### config.mk
export PLATFORM = sky130hd
export DESIGN_NAME = damage_fuel_manager
export DESIGN_NICKNAME = d
export VERILOG_FILES = /design/src/rtl/damage_fuel_manager_pkg.sv /design/src/rtl/damage_fuel_manager_frame_countdown.sv /design/src/rtl/damage_fuel_manager.sv
export SDC_FILE = /design/constraint.sdc
export NUM_CORES = 1
export LEC_CHECK = 0
export CORE_UTILIZATION = 45
export DETAILED_ROUTE_END_ITERATION = 10
export HOLD_SLACK_MARGIN = 0.08
export PLACE_DENSITY_LB_ADDON = 0.25
export SETUP_SLACK_MARGIN = 0.05
export SLEW_MARGIN = 40
export SYNTH_ARGS = -nofsm -noshare
export SYNTH_HDL_FRONTEND = slang
export SYNTH_SLANG_ARGS = --single-unit
### constraint.sdc
create_clock -name clk -period 9.2 [get_ports clk]
set_clock_uncertainty 0.15 [all_clocks]
set_input_delay 1.84 -clock clk [delete_from_list [all_inputs] [get_ports clk]]
set_output_delay 1.84 -clock clk [all_outputs]
set_load 0.01 [all_outputs]
### src/rtl/damage_fuel_manager_pkg.sv
// Shared types and helpers for the damage/fuel manager: game state encoding,
// per-hit damage amounts and a clamping add used for health and fuel.
package dfm_pkg;

  typedef enum logic [1:0] {IDLE, PLAYING, OVER} gameState;

  localparam int CAR_DAMAGE   = 1;
  localparam int TRUCK_DAMAGE = 2;

  // Adds a signed delta and clamps the result to 0..maxValue.
  function automatic int satAdjust(input int value, input int delta, input int maxValue);
    int r;
    r = value + delta;
    if (r < 0) r = 0;
    else if (r > maxValue) r = maxValue;
    return r;
  endfunction

endpackage

### src/rtl/damage_fuel_manager_frame_countdown.sv
// Loadable per-frame down-counter; load wins over tick, and the count
// parks at zero.
module frame_countdown #(
  parameter int W = 6
) (
  input  logic         clk,
  input  logic         reset,
  input  logic         clear,
  input  logic         load,
  input  logic [W-1:0] loadValue,
  input  logic         tick,
  output logic         nonzero
);

  logic [W-1:0] count;

  always_ff @(posedge clk) begin
    if (reset || clear)               count <= '0;
    else if (load)                    count <= loadValue;
    else if (tick && count != '0)     count <= count - W'(1);
  end

  assign nonzero = (count != '0);

endmodule

### src/rtl/damage_fuel_manager.sv
// Per-frame damage, invulnerability, skid and fuel bookkeeping plus the game
// life-cycle FSM. Optional low-fuel warning: define DFM_LOW_FUEL_WARN_EN.
module damage_fuel_manager
  import dfm_pkg::*;
#(
  parameter int HEALTH_MAX      = 3,
  parameter int FUEL_MAX        = 100,
  parameter int FUEL_REFILL     = 30,
  parameter int FUEL_DEC_FRAMES = 8,
  parameter int IFRAMES         = 60,
  parameter int SKID_FRAMES     = 30,
  parameter int FUEL_W          = $clog2(FUEL_MAX + 1)
) (
  input  logic              clk,
  input  logic              reset,
  input  logic              startOfFrame,
  input  logic              game_start,
  input  logic              car_collision,
  input  logic              truck_collision,
  input  logic              oil_collision,
  input  logic              fuel_symbol_collision,
  output logic [2:0]        health,
  output logic [FUEL_W-1:0] fuel,
  output logic              healthOver,
  output logic              fuelOver,
  output logic              skid,
  output logic              invulnerable,
  output logic              playing,
  output logic              fuel_low
);

  localparam int CNT_W   = $clog2(((IFRAMES > SKID_FRAMES) ? IFRAMES : SKID_FRAMES) + 1);
  localparam int DIV_W   = $clog2(FUEL_DEC_FRAMES + 1);
  localparam int NUM_CNT = 2;
  localparam int INV     = 0;
  localparam int SKD     = 1;

  gameState state, nextState;
  logic carL, truckL, oilL, fuelL, fuelPrev;
  logic [DIV_W-1:0] divCnt;
  logic frameUpd, startReq, hit, pickup, divTerm;
  int dmg;
  logic [2:0] healthNext;
  logic [FUEL_W:0] fuelSum;
  logic [FUEL_W-1:0] fuelNext;
  logic [NUM_CNT-1:0] cntLoad, cntNz;
  logic [NUM_CNT-1:0][CNT_W-1:0] cntVal;

  always_comb begin
    frameUpd   = startOfFrame && (state == PLAYING);
    startReq   = game_start && (state != PLAYING);
    dmg        = truckL ? TRUCK_DAMAGE : (carL ? CAR_DAMAGE : 0);
    hit        = (dmg != 0) && !cntNz[INV];
    healthNext = hit ? 3'(satAdjust(int'(health), -dmg, HEALTH_MAX)) : health;
    pickup     = fuelL && !fuelPrev;
    divTerm    = (divCnt == DIV_W'(FUEL_DEC_FRAMES - 1));
    // Refill headroom is checked one bit wider so the sum cannot wrap.
    fuelSum    = {1'b0, fuel} + (FUEL_W+1)'(FUEL_REFILL);
    fuelNext   = fuel;
    if (pickup)
      fuelNext = (fuelSum > (FUEL_W+1)'(FUEL_MAX)) ? FUEL_W'(FUEL_MAX) : fuelSum[FUEL_W-1:0];
    else if (divTerm)
      fuelNext = FUEL_W'(satAdjust(int'(fuel), -1, FUEL_MAX));
    cntLoad[INV] = frameUpd && hit;
    cntLoad[SKD] = frameUpd && oilL && !cntNz[SKD];
  end

  assign cntVal = {CNT_W'(SKID_FRAMES), CNT_W'(IFRAMES)};

  for (genvar i = 0; i < NUM_CNT; i++) begin : gCnt
    frame_countdown #(.W(CNT_W)) uCnt (
      .clk       (clk),
      .reset     (reset),
      .clear     (startReq),
      .load      (cntLoad[i]),
      .loadValue (cntVal[i]),
      .tick      (frameUpd),
      .nonzero   (cntNz[i])
    );
  end

  always_ff @(posedge clk) begin
    if (reset) state <= IDLE;
    else       state <= nextState;
  end

  always_comb begin
    nextState = state;
    unique case (state)
      IDLE, OVER: if (game_start) nextState = PLAYING;
      PLAYING:    if (frameUpd && (healthNext == '0 || fuelNext == '0)) nextState = OVER;
      default:    nextState = IDLE;
    endcase
  end

  always_ff @(posedge clk) begin
    if (reset || startReq) begin
      health     <= 3'(HEALTH_MAX);
      fuel       <= FUEL_W'(FUEL_MAX);
      healthOver <= 1'b0;
      fuelOver   <= 1'b0;
      {carL, truckL, oilL, fuelL, fuelPrev} <= '0;
      divCnt     <= '0;
    end else if (state == PLAYING) begin
      if (startOfFrame) begin
        // Latches restart with this cycle's inputs; they count toward the next frame.
        carL       <= car_collision;
        truckL     <= truck_collision;
        oilL       <= oil_collision;
        fuelL      <= fuel_symbol_collision;
        fuelPrev   <= fuelL;
        divCnt     <= divTerm ? '0 : divCnt + DIV_W'(1);
        health     <= healthNext;
        fuel       <= fuelNext;
        healthOver <= (healthNext == '0);
        fuelOver   <= (fuelNext == '0);
      end else begin
        carL   <= carL   | car_collision;
        truckL <= truckL | truck_collision;
        oilL   <= oilL   | oil_collision;
        fuelL  <= fuelL  | fuel_symbol_collision;
      end
    end else begin
      {carL, truckL, oilL, fuelL} <= '0;
    end
  end

  assign playing      = (state == PLAYING);
  assign invulnerable = playing && cntNz[INV];
  assign skid         = playing && cntNz[SKD];

`ifdef DFM_LOW_FUEL_WARN_EN
  logic fuelLow;
  always_ff @(posedge clk) begin
    if (reset || startReq) fuelLow <= 1'b0;
    else if (frameUpd)     fuelLow <= (nextState == PLAYING) && (fuelNext <= FUEL_W'(FUEL_MAX / 4));
  end
  assign fuel_low = fuelLow;
`else
  assign fuel_low = 1'b0;
`endif

endmodule

**Run 1: I/O pins on the die edge**

Pins as bars across the die edge, other pins in gray.
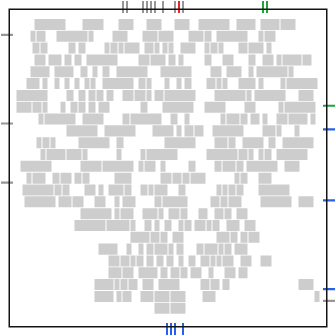
red -> fuel_symbol_collision  # pins 1, direction input, edge top
blue -> fuel  # pins 7, direction output, edge 4 bottom, 3 right
green -> health  # pins 3, direction output, edge 2 top, 1 right
die height: 72.7 um
PortBufs: 22

**Run 1: where the registers sit**

Other sequential cells in the stronger gray, the rest of the logic in the fainter gray.
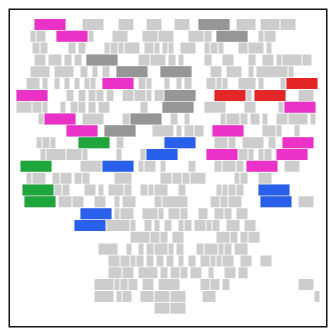
green -> divCnt  # placed flops 4, where middle left
magenta -> gCnt.uCnt.count  # placed flops 12
blue -> fuel  # placed flops 7
red -> health  # placed flops 3
Seq. pwr: 0.000164 W
Finished Core Util: 0.543

**Run 1: routed metal, one color a layer**

Scale bar: 20 um.
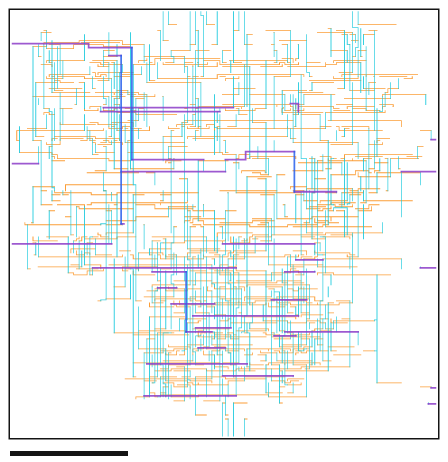
blue -> metal 4  # wire length 64.6 um
purple -> metal 3  # wire length 316 um
cyan -> metal 2  # wire length 2,250 um
orange -> metal 1  # wire length 2,450 um
DRT Wirelength: 5.08 mm
routed len/inst: 13.5 um
Global Route Usage Sum: 0.209

==> results.toml, run 1 <==
# physical design summary
[worst_hold_path]
worstHoldEndpoint = "fuelPrev"

[synth]
synth-edff-count = 0
top_area_frac = 0.312
ys_sh_aoi = 0.237
yosys_warnings = 0
synth_cell_types = 53

[setup_path]
r2r_cells = 9
crit_type = "flip-flop to output pin"
rr_endpoint = "state[0]"

[clock_network]
postCtsSetupBuffers = 0
insertion_delay_ns = 0.29
clock-sinks = 35

[global_route]
grt_use_met1 = 0.308
grt_max_degree = 23

[finish]
diodes = 0
lay_top_cells = "nor2_1, dfxtp_1, a21oi_1"
drive_gt1_frac = 0.0484
layout.nets = 331

[timing]
fmax_mhz = 250
setup_viol = 0

[outcome]
status = "completed"

[routing]
vias_per_cell = 5.64

[power_and_ir_drop]
power.internal_w = 0.000238
swShare = 0.278

[floorplanning]
std_cell_rows = 25
[run 1: layout make-up]
cell class	instances	share of cell area
clock inverter	1	0.00194
inverter	14	0.0204
timing repair buffer	23	0.0882
tap	67	0.0325
sequential	35	0.271
multi-input combinational	231	0.554
clock buffer	6	0.0320
[run 1: how the worst max path moves through the flow]
stage	end	startpoint	slack, ns
floorplan	state[0]	startOfFrame	6.07
global placement	state[0]	startOfFrame	5.04
detailed placement	state[0]	startOfFrame	4.97
CTS	invulnerable	gCnt[0].uCnt.count[0]	5.15
global route	invulnerable	gCnt[0].uCnt.count[0]	5.01
finish	invulnerable	gCnt[0].uCnt.count[0]	5.21
[run 1: metrics by stage]
| stage | setup WS [ns] | instance area [um2] | total power (W) | hold WS, ns |
|---|---|---|---|---|
| 3_3_place_gp | 5.04 | 2490 | 0.000221 | 0.301 |
| 6_report | 5.21 | 2580 | 0.000330 | 0.321 |
| 2_1_floorplan | 6.07 | 2250 | 0.000204 | 0.295 |
| 5_1_grt | 5.01 | 2580 | 0.000347 | 0.358 |
| 4_1_cts | 5.15 | 2580 | 0.000333 | 0.320 |
| 3_5_place_dp | 4.97 | 2490 | 0.000222 | 0.310 |
[run 1: cell usage after synthesis (2+ instances only)]
cell type and n:
nor2_1 36, dfxtp_1 35, a21oi_1 31, nand2_1 26
inv_1 14, nor3_1 14, o21ai_0 14, ha_1 12
nand3_1 11, clkbuf_1 10, xnor2_1 6, a211oi_1 5
nor2b_1 5, a21o_1 4, a31oi_1 4, nand2b_1 4
nor3b_1 4, nor4_1 4, o211ai_1 4, o31ai_1 4
and3b_1 3, buf_1 3, o21a_1 3, xor2_1 3
and3_1 2, buf_2 2, mux2i_1 2, nand3b_1 2
nand4_1 2, o32ai_1 2, or3_1 2, or4_1 2
**Run 1: clock nets**

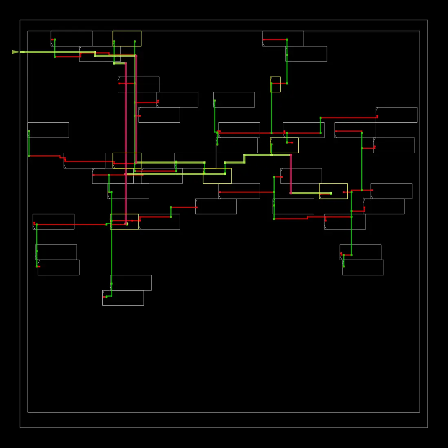

--- run 2 (diff from run 1) ---
==> constraint.sdc (replaced) <==
create_clock -name clk -period 3.32 [get_ports clk]
set_clock_uncertainty 0.15 [all_clocks]
set_input_delay 0.664 -clock clk [delete_from_list [all_inputs] [get_ports clk]]
set_output_delay 0.664 -clock clk [all_outputs]
set_load 0.01 [all_outputs]
**Run 2: clock nets**

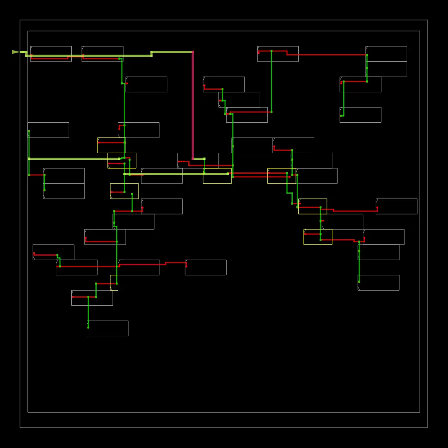
clk_buf instances: 8
clk latency late pin: 0.27 ns
Clock Sink Count: 35

**Run 2: where the registers sit**

Other sequential cells in the stronger gray, the rest of the logic in the fainter gray.
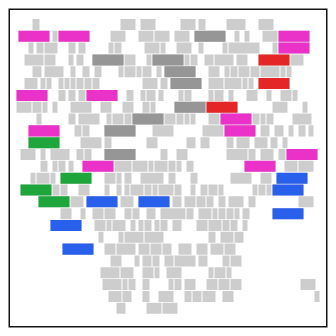
blue -> fuel  # placed flops 7
magenta -> gCnt.uCnt.count  # placed flops 12
red -> health  # placed flops 3
green -> divCnt  # placed flops 4, where middle left
not colored = 9
Finished Core Util: 0.557
fraction of area in registers: 0.265

==> run 2 against run 1 <==
First-iteration DRC count is 50% lower. Die size stayed put. Count of clock-buffer cells in the layout is 2 higher. Sequential share of layout area is 0.67 points lower. Critical endpoint is now state[0]. Largest cell class unchanged.
==> results.toml, run 2 <==
# physical design summary
[synth]
most_common_cell = "nor2_1"
synth_cell_types = 53
synthTopCellsByCount = "nor2_1, dfxtp_1, a21oi_1"
top_area_frac = 0.312
synth-edff-count = 0

[place]
io_buffers = 22
post-place-ws_ns = 0.304
place_area_um2 = 2550

[power_and_ir_drop]
p_seq_frac = 0.475
p_leak_nw = 1.00
power.internal_w = 0.000693
swShare = 0.268

[floorplanning]
std_cell_rows = 25
die-height_um = 72.7

[finish]
drive_gt1_frac = 0.0692
lay_top_cells = "nor2_1, dfxtp_1, a21oi_1"
final_area_um2 = 2650
diodes = 0

[outcome]
status = "completed"

[routing]
vias_per_cell = 5.63
wl_per_cell_um = 13.7
wl_mm = 5.28

[timing]
setup_viol = 0
fmax_mhz = 325
post-route-worst-setup-slack_ns = 0.241

[setup_path]
crit_type = "flip-flop to flip-flop"

[global_route]
grt_max_degree = 20
grt.total_usage = 0.206
run 2: cell type report:
type | instances | area, um2
well taps | 67 | 83.8
flip-flops and latches | 35 | 701
fillers | 467 | 2110
multi-input cells | 231 | 1430
inverters | 14 | 52.6
clock buffers | 8 | 100
repair buffers | 30 | 280
run 2: kinds of logic (layout without fill, tap and decap cells):
kind of cell,count (synthesis),in the layout,synth area share
compound gates,83,83,0.237
xor+xnor,9,9,0.0351
fa+ha+maj,13,13,0.0757
buf+inv,30,52,0.0529
flops,35,35,0.312
mux,3,3,0.0139
other cells,1,1,0.00167
simple gates,122,122,0.272
run 2: stage by stage:
step | total power [W] | cells | hold slack (ns)
after floorplan | 0.000566 | 296 | 0.295
after global placement | 0.000623 | 377 | 0.304
after detailed placement | 0.000623 | 377 | 0.315
after CTS | 0.000951 | 385 | 0.327
after global routing | 0.000991 | 385 | 0.361
final | 0.000947 | 385 | 0.327
run 2: path summary, 6_finish.rpt:
check | slack, ns | start | endpoint | cells after the start
worst max register to register | 0.24 | fuel[0] | state[0] | 9
worst min-delay path | 0.33 | fuelPrev | fuelPrev | 2
worst max-delay path | 0.24 | fuel[0] | state[0] | 9
worst min register to register | 0.33 | fuelPrev | fuelPrev | 2
run 2: worst register-to-register path: stages, from the launching register on:
cell and delay [ns]:
dfxtp_1 0.38, inv_1 0.15, ha_1 0.24, or4b_4 0.51, o311ai_2 0.27, o31ai_1 0.13
nor4_1 0.34, o2111ai_1 0.17, or4_4 0.46, a21o_1 0.17
run 2: routing by layer:
metal | global-route usage | vias to the layer above | routed length [um]
li1 | - | 1103 | -
met1 | 0.272 | 1003 | 2500
met2 | 0.343 | 59 | 2420
met3 | 0.0525 | 4 | 322
met4 | 0.0370 | 0 | 34
met5 | 0 | - | 0
**Run 2: clock network drawn from the DEF**

Scale bar: 20 um.
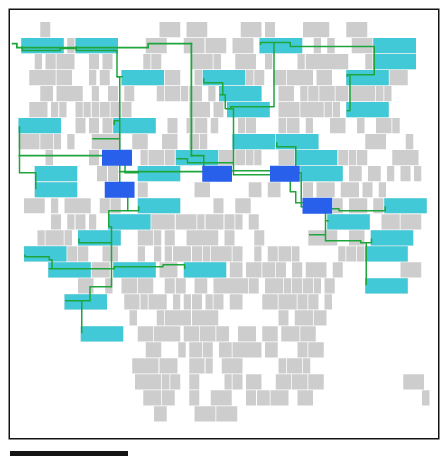

--- run 3 (diff from run 2) ---
--- a/config.mk
+++ b/config.mk
@@ -5,11 +5,13 @@
 export SDC_FILE = /design/constraint.sdc
 export NUM_CORES = 1
 export LEC_CHECK = 0
+export ABC_AREA = 1
 export CORE_UTILIZATION = 45
 export DETAILED_ROUTE_END_ITERATION = 10
 export HOLD_SLACK_MARGIN = 0.08
 export PLACE_DENSITY_LB_ADDON = 0.25
 export SETUP_SLACK_MARGIN = 0.05
+export SKIP_LAST_GASP = 1
 export SLEW_MARGIN = 40
 export SYNTH_ARGS = -nofsm -noshare
 export SYNTH_HDL_FRONTEND = slang
**Run 3: clock network drawn from the DEF**

Scale bar: 20 um.
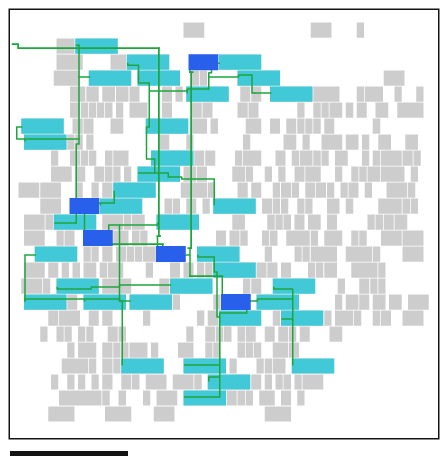
cyan -> flip-flops  # count 35
green -> clock wires  # length 429 um
blue -> clock drivers  # count 5
routed clock nets = 6
clock network power consumption: 0.000305 W
power share of the clock group: 0.341
clk latency late pin: 0.28 ns

**Run 3: clock nets**

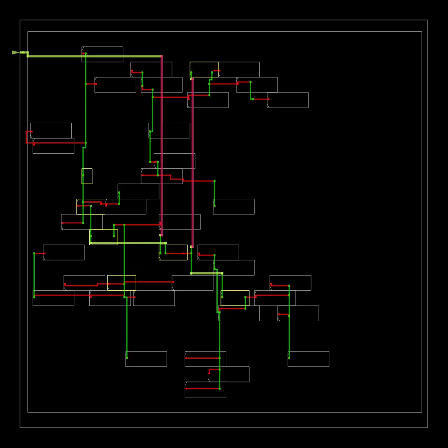
Num CTS Buffers: 5
flip-flops: 35
clk_buf instances: 6

==> run 3 against run 2 <==
Critical path depth fell by 1. Count of clock-buffer cells in the layout decreased by 2. Sequential power down 1%. Combinational power shrank 13%. Non-clock buffer count down 7. Maximum frequency up 16%. Die size grew 0.28%. Utilization is 1.1 points lower. Worst setup slack better by 0.42 ns. Global-route usage decreased by 0.53 points. Synthesized cell count increased by 14%. Critical endpoint is now invulnerable. Largest power group unchanged.
==> results.toml, run 3 <==
# physical design summary
[finish]
layout.nets = 380
drive_gt1_frac = 0.111
final_area_um2 = 2610
diodes = 0

[global_route]
grt_max_degree = 20
grt.total_usage = 0.201
grt_use_met2 = 0.355
grt_use_met3 = 0.0331
grt_use_met1 = 0.233

[timing]
setup_viol = 0
post-route-worst-setup-slack_ns = 0.658
fmax_mhz = 376

[setup_path]
r2r_cells = 15
reg2reg_slack_ns = 0.82
crit_type = "flip-flop to output pin"

[synth]
ys_sh_aoi = 0.153
yosys.area_share.adder = 0.0755
mux_area_frac = 0
most_common_cell = "nand2_1"
synth-edff-count = 0
synth_cell_types = 34
top_area_frac = 0.311
ys_sh_xor = 0.0117
yosys_warnings = 0

[clock_network]
clock-sinks = 35

[worst_hold_path]
holdPathStages = 2
min_path_type = "flip-flop to flip-flop"

[floorplanning]
std_cell_rows = 25
die-height_um = 72.8

[routing]
vias_per_cell = 5.08
wl_mm = 4.90

[power_and_ir_drop]
p_leak_nw = 1.14

[place]
place_area_um2 = 2520
post-place-ws_ns = 0.460

[outcome]
status = "completed"
==> run 3: netlist changes by cell type after synthesis, sizes merged, moves of 6 or more <==
cell,change
clkbuf,-6
inv,+36
nand2,+56
nand3,+11
nand4,+6
nor2,+6
nor3,-7
==> run 3: layout make-up <==
class	instances	area [um2]
fillers	477	2180
multi-input cells	243	1320
flip-flops and latches	35	701
repair buffers	23	228
inverters	51	191
well taps	67	83.8
clock buffers	6	82.6
clock inverters	1	5.00
==> run 3: cells by family (layout without fill, tap and decap cells) <==
logic type	count (synthesis)	in the layout
flops	35	35
compound gates	61	61
fa+ha+maj	13	13
other cells	1	1
simple gates	165	165
xor+xnor	3	3
buf+inv	59	81
==> run 3: final timing paths <==
path | endpoint | start
min reg2reg | fuelPrev | fuelPrev
min | fuelPrev | fuelPrev
max reg2reg | state[0] | truckL
max | invulnerable | gCnt[0].uCnt.count[0]
==> run 3: metrics by stage <==
stage	hold slack, ns	instances	total power [W]
6_report	0.301	426	0.000892
3_5_place_dp	0.292	419	0.000596
2_1_floorplan	0.279	337	0.000555
4_1_cts	0.303	426	0.000903
3_3_place_gp	0.289	419	0.000594
5_1_grt	0.337	426	0.000939
==> run 3: critical path: stages (launching register included) <==
cell and delay [ns]:
dfxtp_1 0.35, inv_1 0.06, ha_1 0.22, nand3_1 0.09, nor2_1 0.06, nand2_1 0.13, nand2_1 0.07, inv_1 0.05
clkdlybuf4s50_1 0.53
==> run 3: metal layers <==
layer,routed length (um),vias up
li1,-,1141
met1,2320,965
met2,2320,54
met3,182,6
met4,80,0
met5,0,-
==> run 3: power by group <==
group	switching [W]	internal (W)
registers	0.0000138	0.000431
clock network	0.000142	0.000163
logic	0.0000882	0.0000551
total	0.000244	0.000648
Power figures rest on the tool's default switching activity, not on a simulated workload.
